File: config.mk
export PLATFORM = sky130hd
export DESIGN_NAME = l1_rx_sync_flat
export DESIGN_NICKNAME = d
export VERILOG_FILES = /design/src/rtl/l1_rx_sync_if.sv /design/src/rtl/l1_rx_sync.sv /design/src/flat_wrapper.sv
export SDC_FILE = /design/constraint.sdc
export NUM_CORES = 1
export LEC_CHECK = 0
export CAP_MARGIN = 25
export CORE_UTILIZATION = 50
export CTS_CLUSTER_DIAMETER = 60
export DETAILED_ROUTE_END_ITERATION = 12
export GPL_TIMING_DRIVEN = 1
export PLACE_DENSITY = 0.74
export SLEW_MARGIN = 0
export SYNTH_ARGS = -nofsm -noshare
export SYNTH_HDL_FRONTEND = slang
export SYNTH_SLANG_ARGS = --single-unit
File: constraint.sdc
create_clock -name clk -period 2.9 [get_ports clk]
set_clock_uncertainty 0.1 [all_clocks]
set_input_delay 0.725 -clock clk [delete_from_list [all_inputs] [get_ports clk]]
set_output_delay 0.725 -clock clk [all_outputs]
set_load 0.02 [all_outputs]
File: src/rtl/l1_rx_sync_if.sv
// l1_rx_sync_if: two-phase switch handshake plus packet stream and status, seen from both ends.
interface l1_rx_sync_if #(
    parameter int DATA_W     = 15,
    parameter int ADDR_W     = 5,
    parameter int MSG_W      = 10,
    parameter int FIFO_DEPTH = 4
);
    logic                          req_in;
    logic [DATA_W-1:0]             data_in;
    logic                          ack_out;
    logic                          m_valid;
    logic                          m_ready;
    logic [MSG_W/2-1:0]            m_neuron;
    logic [MSG_W/2-1:0]            m_slot;
    logic [ADDR_W-1:0]             m_dest;
    logic [$clog2(FIFO_DEPTH):0]   fifo_level;
    logic [15:0]                   pkt_count;
    logic                          err_zero_dest;

    modport master (
        output req_in, data_in, m_ready,
        input  ack_out, m_valid, m_neuron, m_slot, m_dest, fifo_level, pkt_count, err_zero_dest
    );

    modport slave (
        input  req_in, data_in, m_ready,
        output ack_out, m_valid, m_neuron, m_slot, m_dest, fifo_level, pkt_count, err_zero_dest
    );
endinterface

File: src/rtl/l1_rx_sync.sv
// l1_rx_sync: receives two-phase tokens from a switch L1 port, queues valid packets in a FIFO.
module l1_rx_sync #(
    parameter int DATA_W     = 15,
    parameter int ADDR_W     = 5,
    parameter int MSG_W      = 10,
    parameter int FIFO_DEPTH = 4
) (
    input logic         clk,
    input logic         rst,
    l1_rx_sync_if.slave bus
);
    localparam int PW = $clog2(FIFO_DEPTH);
    localparam int HW = MSG_W / 2;
    localparam logic [PW:0] FULL = (PW+1)'(FIFO_DEPTH);

    typedef enum logic [1:0] {IDLE, CAPTURE, COMMIT} state_t;

    state_t            state;
    logic [1:0]        sync;
    logic              req_s;
    logic              ack;
    logic              err;
    logic              pending;
    logic              push;
    logic              pop;
    logic [DATA_W-1:0] hold;
    logic [DATA_W-1:0] head;
    logic [DATA_W-1:0] mem [FIFO_DEPTH];
    logic [PW-1:0]     wr_ptr;
    logic [PW-1:0]     rd_ptr;
    logic [PW:0]       level;
    logic [15:0]       pkt_cnt;

    assign req_s   = sync[1];
    assign pending = req_s != ack;
    assign push    = state == COMMIT && hold[ADDR_W-1:0] != '0;
    assign pop     = level != '0 && bus.m_ready;
    assign head    = mem[rd_ptr];

    assign bus.ack_out       = ack;
    assign bus.m_valid       = level != '0;
    assign bus.m_dest        = head[ADDR_W-1:0];
    assign bus.m_slot        = head[ADDR_W +: HW];
    assign bus.m_neuron      = head[ADDR_W+HW +: HW];
    assign bus.fifo_level    = level;
    assign bus.pkt_count     = pkt_cnt;
    assign bus.err_zero_dest = err;

    // Two-flop synchronizer: the only consumer of the raw request line.
    always_ff @(posedge clk or posedge rst) begin
        if (rst) sync <= '0;
        else     sync <= {sync[0], bus.req_in};
    end

    // Handshake FSM; ack flips as CAPTURE latches data so it lands on the 4th edge after a request toggle.
    always_ff @(posedge clk or posedge rst) begin
        if (rst) begin
            state <= IDLE;
            hold  <= '0;
            ack   <= 1'b0;
            err   <= 1'b0;
        end else begin
            case (state)
                IDLE:    if (pending && level != FULL) state <= CAPTURE;
                CAPTURE: begin
                    hold  <= bus.data_in;
                    ack   <= ~ack;
                    state <= COMMIT;
                end
                COMMIT:  begin
                    err   <= err | (hold[ADDR_W-1:0] == '0);
                    state <= IDLE;
                end
                default: state <= IDLE;
            endcase
        end
    end

    // FIFO pointers, occupancy and saturating accepted-packet counter.
    always_ff @(posedge clk or posedge rst) begin
        if (rst) begin
            wr_ptr  <= '0;
            rd_ptr  <= '0;
            level   <= '0;
            pkt_cnt <= '0;
        end else begin
            if (push) wr_ptr <= wr_ptr + 1'b1;
            if (pop)  rd_ptr <= rd_ptr + 1'b1;
            level <= level + {{PW{1'b0}}, push} - {{PW{1'b0}}, pop};
            if (push && pkt_cnt != 16'hFFFF) pkt_cnt <= pkt_cnt + 16'd1;
        end
    end

    // Packet storage needs no reset; the pointers define what is valid.
    always_ff @(posedge clk) begin
        if (push) mem[wr_ptr] <= hold;
    end
endmodule
File: src/flat_wrapper.sv
// flat-port wrapper written by rule: the top's interface ports become plain ports
module l1_rx_sync_flat 
#(
    parameter int DATA_W     = 15,
    parameter int ADDR_W     = 5,
    parameter int MSG_W      = 10,
    parameter int FIFO_DEPTH = 4
)
  (clk, rst, bus_req_in, bus_data_in, bus_m_ready, bus_ack_out, bus_m_valid, bus_m_neuron, bus_m_slot, bus_m_dest, bus_fifo_level, bus_pkt_count, bus_err_zero_dest);
  l1_rx_sync_if #(.DATA_W(DATA_W), .ADDR_W(ADDR_W), .MSG_W(MSG_W), .FIFO_DEPTH(FIFO_DEPTH)) bus_i ();
  input logic clk;
  input logic rst;
  input wire logic [$bits(bus_i.req_in)-1:0] bus_req_in;
  input wire logic [$bits(bus_i.data_in)-1:0] bus_data_in;
  input wire logic [$bits(bus_i.m_ready)-1:0] bus_m_ready;
  output wire logic [$bits(bus_i.ack_out)-1:0] bus_ack_out;
  output wire logic [$bits(bus_i.m_valid)-1:0] bus_m_valid;
  output wire logic [$bits(bus_i.m_neuron)-1:0] bus_m_neuron;
  output wire logic [$bits(bus_i.m_slot)-1:0] bus_m_slot;
  output wire logic [$bits(bus_i.m_dest)-1:0] bus_m_dest;
  output wire logic [$bits(bus_i.fifo_level)-1:0] bus_fifo_level;
  output wire logic [$bits(bus_i.pkt_count)-1:0] bus_pkt_count;
  output wire logic [$bits(bus_i.err_zero_dest)-1:0] bus_err_zero_dest;
  assign bus_i.req_in = bus_req_in;
  assign bus_i.data_in = bus_data_in;
  assign bus_i.m_ready = bus_m_ready;
  assign bus_ack_out = bus_i.ack_out;
  assign bus_m_valid = bus_i.m_valid;
  assign bus_m_neuron = bus_i.m_neuron;
  assign bus_m_slot = bus_i.m_slot;
  assign bus_m_dest = bus_i.m_dest;
  assign bus_fifo_level = bus_i.fifo_level;
  assign bus_pkt_count = bus_i.pkt_count;
  assign bus_err_zero_dest = bus_i.err_zero_dest;
  l1_rx_sync #(.DATA_W(DATA_W), .ADDR_W(ADDR_W), .MSG_W(MSG_W), .FIFO_DEPTH(FIFO_DEPTH)) u_core (.clk(clk), .rst(rst), .bus(bus_i));
endmodule
==> out/qor_table.md, run 1 <==
| Step | Quantity | Reported |
|---|---|---|
| clocking | CTS max path bufs | 2 |
| finish | Final net count | 329 |
| clocking | TritonCTS clock tree | done |
| synth | Synth area leader | edfxtp_1 |
| drt | WL final | 7.10 mm |
| power and ir drop | Clock network power | 0.898 mW |
| worst setup path | CP max FO | 12 |
| drt | Number of iterations in the first detailed-routing pass | 4 |
| synth | Synth cell count leaders | edfxtp_1 (60), dfrtp_1 (44), mux2_2 (15), mux4_2 (15), xor2_1 (13) |
| die | Chip footprint | 8660 um2 |
| power and ir drop | Switching power as a share of total power | 0.325 |
| finish | Ant. Diodes | 0 |
| run status | Run status | completed |
| worst setup path | CP max-delay cell | clkdlybuf4s50_1 |
| synth | Total cell area reported by yosys after synthesis | 4150 um2 |
| synth | Prevailing logic family in the synthesized netlist | multiplexers |
| synth | Most common cell in the netlist | edfxtp_1 |
| placement | Final RePlAce weighted congestion | 0.768 |
| drt | Routed vias/inst | 5.39 |
| worst setup path | Crit path depth | 3 |
| worst setup path | Worst path arrival time | 1970 ps |
| worst setup path | Startpoint kind of the worst setup timing path | flop |
==> run 1: what timing repair did <==
| action | 4_1_cts | 5_1_grt |
|---|---|---|
| endpoints found under the hold margin | 0 | 0 |
| resized | 0 | 10 |
| buffers inserted | 0 | 0 |
| setup endpoints to repair | 0 | 10 |
==> run 1: through the flow <==
step	util	hold slack [ps]	worst slack, ps
after floorplan	-	231	383
after global placement	0.613	233	252
after detailed placement	0.613	258	206
after CTS	0.638	280	8.71
after global routing	0.643	292	1.17
final	0.643	276	108
==> run 1: routing by layer <==
layer	vias up	routed length (um)
li1	1018	-
met1	1113	3070
met2	64	3600
met3	8	352
met4	0	78
met5	-	0
==> run 1: layout by cell type (no fill, tap or decap), types with 2 or more instances in the layout <==
master           instances
and2_1                   5
and4_1                   2
buf_4                    7
clkbuf_8                 9
clkdlybuf4s50_1         45
dfrtp_1                 44
dlymetal6s2s_1          10
edfxtp_1                60
ha_1                     7
inv_1                    8
inv_2                    2
inv_6                    3
mux2_2                  15
mux2_4                   2
mux4_2                  15
nand2_1                  7
nand3_1                  4
nand4_1                  6
nor2_1                   3
nor3_1                   5
nor4_1                   6
o31ai_1                  2
xnor2_1                  7
xor2_1                  13
==> run 1: path summary, 6_finish.rpt <==
path | end | slack [ps]
worst min-delay path | u_core.sync[1] | 280
worst max register to register | u_core.bus.fifo_level[2] | 500
worst min register to register | u_core.sync[1] | 280
min in group asynchronous | u_core.bus.pkt_count[11] | 550
max in group asynchronous | u_core.hold[9] | 1620
worst max-delay path | bus_m_neuron[0] | 110
==> run 1: layout make-up <==
class	instances	area, um2	area share
sequential	104	2900	0.572
multi-input combinational	114	1160	0.229
timing repair buffer	63	643	0.127
tap	102	128	0.0251
clock buffer	9	124	0.0244
clock inverter	7	76.3	0.0150
inverter	10	37.5	0.00740
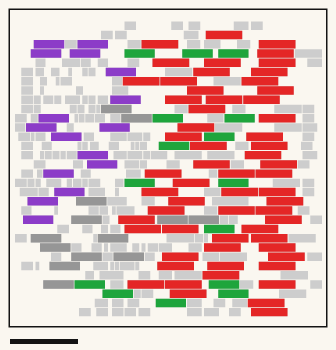
Fig. 1. Register map, names as in the netlist (run 1).
Bar = 20 um.
| netlist name | color | flops |
|---|---|---|
| `u_core.mem` | red | 60 |
| `u_core.hold` | green | 15 |
| `u_core.bus.pkt_count` | purple | 16 |
sequential share of cell area: 0.572
sequential cell area in the final layout: 2900 um2
final core utilization: 0.643

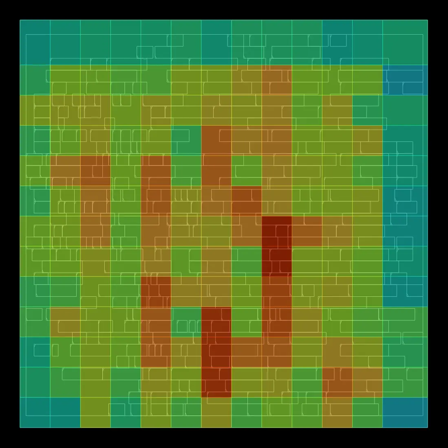
Fig. 2. Routing congestion (run 1).
layer with the highest usage: met2
met1 track utilization from global routing: 0.235
met3 layer usage reported by global route: 0.0301
met2 track demand over resource: 0.298

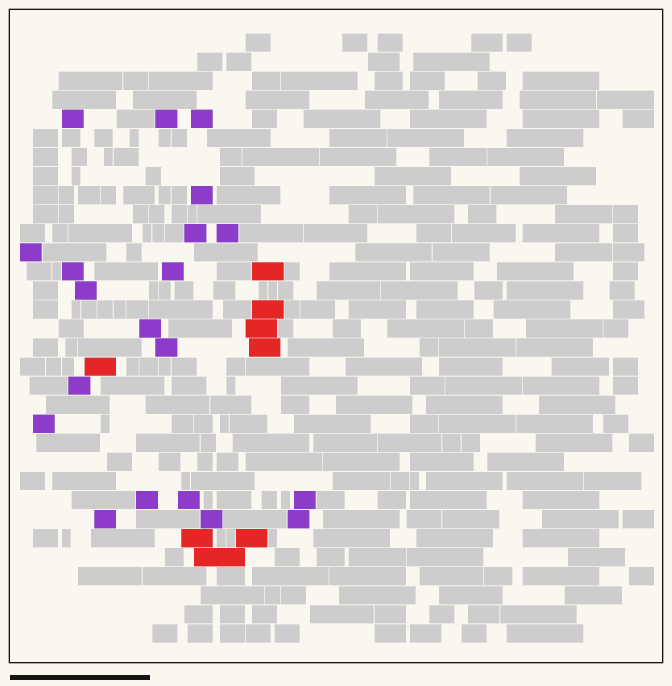
Fig. 3. Selected gate families (run 1).
Bar = 20 um.
| family | color | cells |
|---|---|---|
| xor and xnor cells | purple | 20 |
| fa/ha/maj cells | red | 8 |
post-route non-filler standard cell count: 409
commonest non-fill, non-tap cell in the layout: edfxtp_1
multi-input logic portion of the cell area: 0.229

Fig. 4: run 1, cells by drive strength
Bar = 20 um.
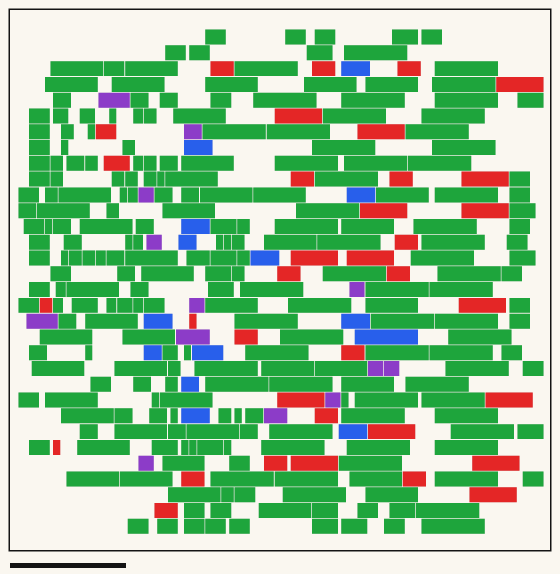

==> run 2: changes to the inputs <==
--- a/config.mk
+++ b/config.mk
@@ -6,11 +6,13 @@
 export NUM_CORES = 1
 export LEC_CHECK = 0
 export CAP_MARGIN = 25
+export CORE_ASPECT_RATIO = 1.5
 export CORE_UTILIZATION = 50
 export CTS_CLUSTER_DIAMETER = 60
+export CTS_CLUSTER_SIZE = 16
 export DETAILED_ROUTE_END_ITERATION = 12
+export DONT_BUFFER_PORTS = 1
 export GPL_TIMING_DRIVEN = 1
-export PLACE_DENSITY = 0.74
 export SLEW_MARGIN = 0
 export SYNTH_ARGS = -nofsm -noshare
 export SYNTH_HDL_FRONTEND = slang
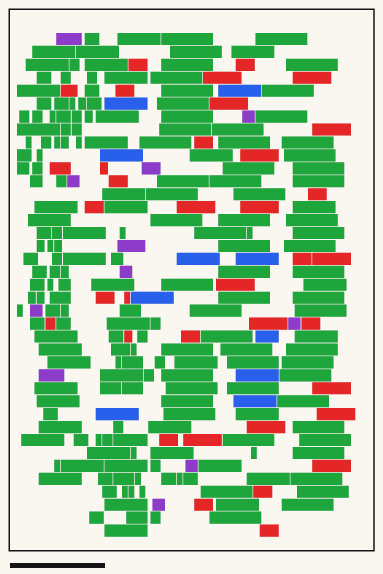
Fig. 5. Cells by drive strength (run 2).
Bar = 20 um.
| size | color | cells |
|---|---|---|
| x3 and x4 | purple | 11 |
| x2 | red | 36 |
| x1 and smaller | green | 193 |
| x6 and larger | blue | 10 |
Layout Area Growth over Synthesis: 9.69%
crit path setup slack, layout: 396 ps
fin area: 4550 um2
Non-clock buffers: 6

==> run 2 against run 1 <==
Non-clock buffer count is 57 lower. Hold slack worse by 17 ps. Final area is 10% lower. Global-route usage is 0.40 points higher. Worst setup slack better by 290 ps. Count of clock-buffer cells in the layout is 3 higher. Sequential share of layout area is 6.6 points higher. Clock power is about 20% higher. Combinational power is 29% lower.
==> out/qor_table.md, run 2 <==
| Step | Quantity | Reported |
|---|---|---|
| run status | Run status | completed |
| finish | Most frequent cells in the layout | edfxtp_1 (60), dfrtp_1 (44), mux2_2 (15), mux4_2 (15), xor2_1 (13) |
| power and ir drop | Clock network power | 1.07 mW |
| drt | Number of iterations in the first detailed-routing pass | 4 |
| placement | Final RePlAce weighted congestion | 0.817 |
| finish | Final net count | 272 |
| worst setup path | Worst path arrival time | 2650 ps |
| global routing | Met1 track utilization from global routing | 0.200 |
| global routing | Met2 track demand over resource | 0.335 |
| drt | Highest routed metal layer | met4 |
| clocking | # Post-CTS Setup Buffers | 0 |
| synth | Synth cell count leaders | edfxtp_1 (60), dfrtp_1 (44), mux2_2 (15), mux4_2 (15), xor2_1 (13) |
| drt | Routed wire length on met2 | 4.09 mm |
| finish | Commonest non-fill, non-tap cell in the layout | edfxtp_1 |
| clocking | Post-CTS sizing | 0 |
| finish | Ant. Diodes | 0 |
| worst setup path | CP max FO | 4 |
| synth | Synth area leader | edfxtp_1 |
| synth | Most common cell in the netlist | edfxtp_1 |
| drt | Met3 wire len | 319 um |
| worst setup path | CP max-delay cell | dfrtp_1 |
| die | Chip footprint | 8670 um2 |
| global routing | Layer with the highest usage | met2 |
| clocking | CTS max path bufs | 2 |
run 2: cell count changes in the layout (fill, tap and decap cells not counted), moves of 2 or more:
cell             change
clkbuf_1             +2
clkbuf_16            +9
clkbuf_8             -8
clkdlybuf4s50_1     -45
clkinv_2             +2
dlymetal6s2s_1      -10
inv_6                -3
run 2: worst paths after layout:
check | start | to | slack [ps] | cells past startpoint
setup reg to reg | u_core.bus.fifo_level[0] | u_core.bus.fifo_level[2] | 400 | 8
setup / recovery | u_core.bus.fifo_level[0] | u_core.bus.fifo_level[2] | 400 | 8
max in group asynchronous | rst | u_core.hold[14] | 1990 | 2
min in group asynchronous | rst | u_core.bus.pkt_count[2] | 330 | 2
hold reg to reg | u_core.sync[0] | u_core.sync[1] | 260 | 0
hold / removal | u_core.sync[0] | u_core.sync[1] | 260 | 0
run 2: metrics by stage:
step                utilization  hold WS [ps]
floorplan                     -           231
global placement          0.535           234
detailed placement        0.535           250
CTS                       0.568           265
global route              0.568           268
finish                    0.568           259
run 2: cell type report:
type | count | area [um2]
inverters | 10 | 37.5
multi-input cells | 114 | 1160
well taps | 105 | 131
clock buffers | 12 | 246
repair buffers | 6 | 45.0
clock inverters | 4 | 21.3
fillers | 652 | 3460
flip-flops and latches | 104 | 2900
run 2: cell families (layout without fill, tap and decap cells):
kind of cell	count (synthesis)	after routing	synth area share
xor gates and xnor gates	20	20	0.0422
muxes	33	33	0.132
and+or+nand+nor	48	48	0.0688
buffers and inverters	18	32	0.0193
adders and majority gates	8	8	0.0259
AOI/OAI and AO/OA	5	5	0.0115
DFF	104	104	0.700
run 2: worst reg2reg max path, stage by stage (launching register included):
cell,delay [ps]
dfrtp_1,470
or3_1,420
and2_1,210
ha_1,280
inv_1,40
ha_1,180
fa_1,390
xnor2_1,200
xnor2_1,140
Power and IR drop assume default switching activity.
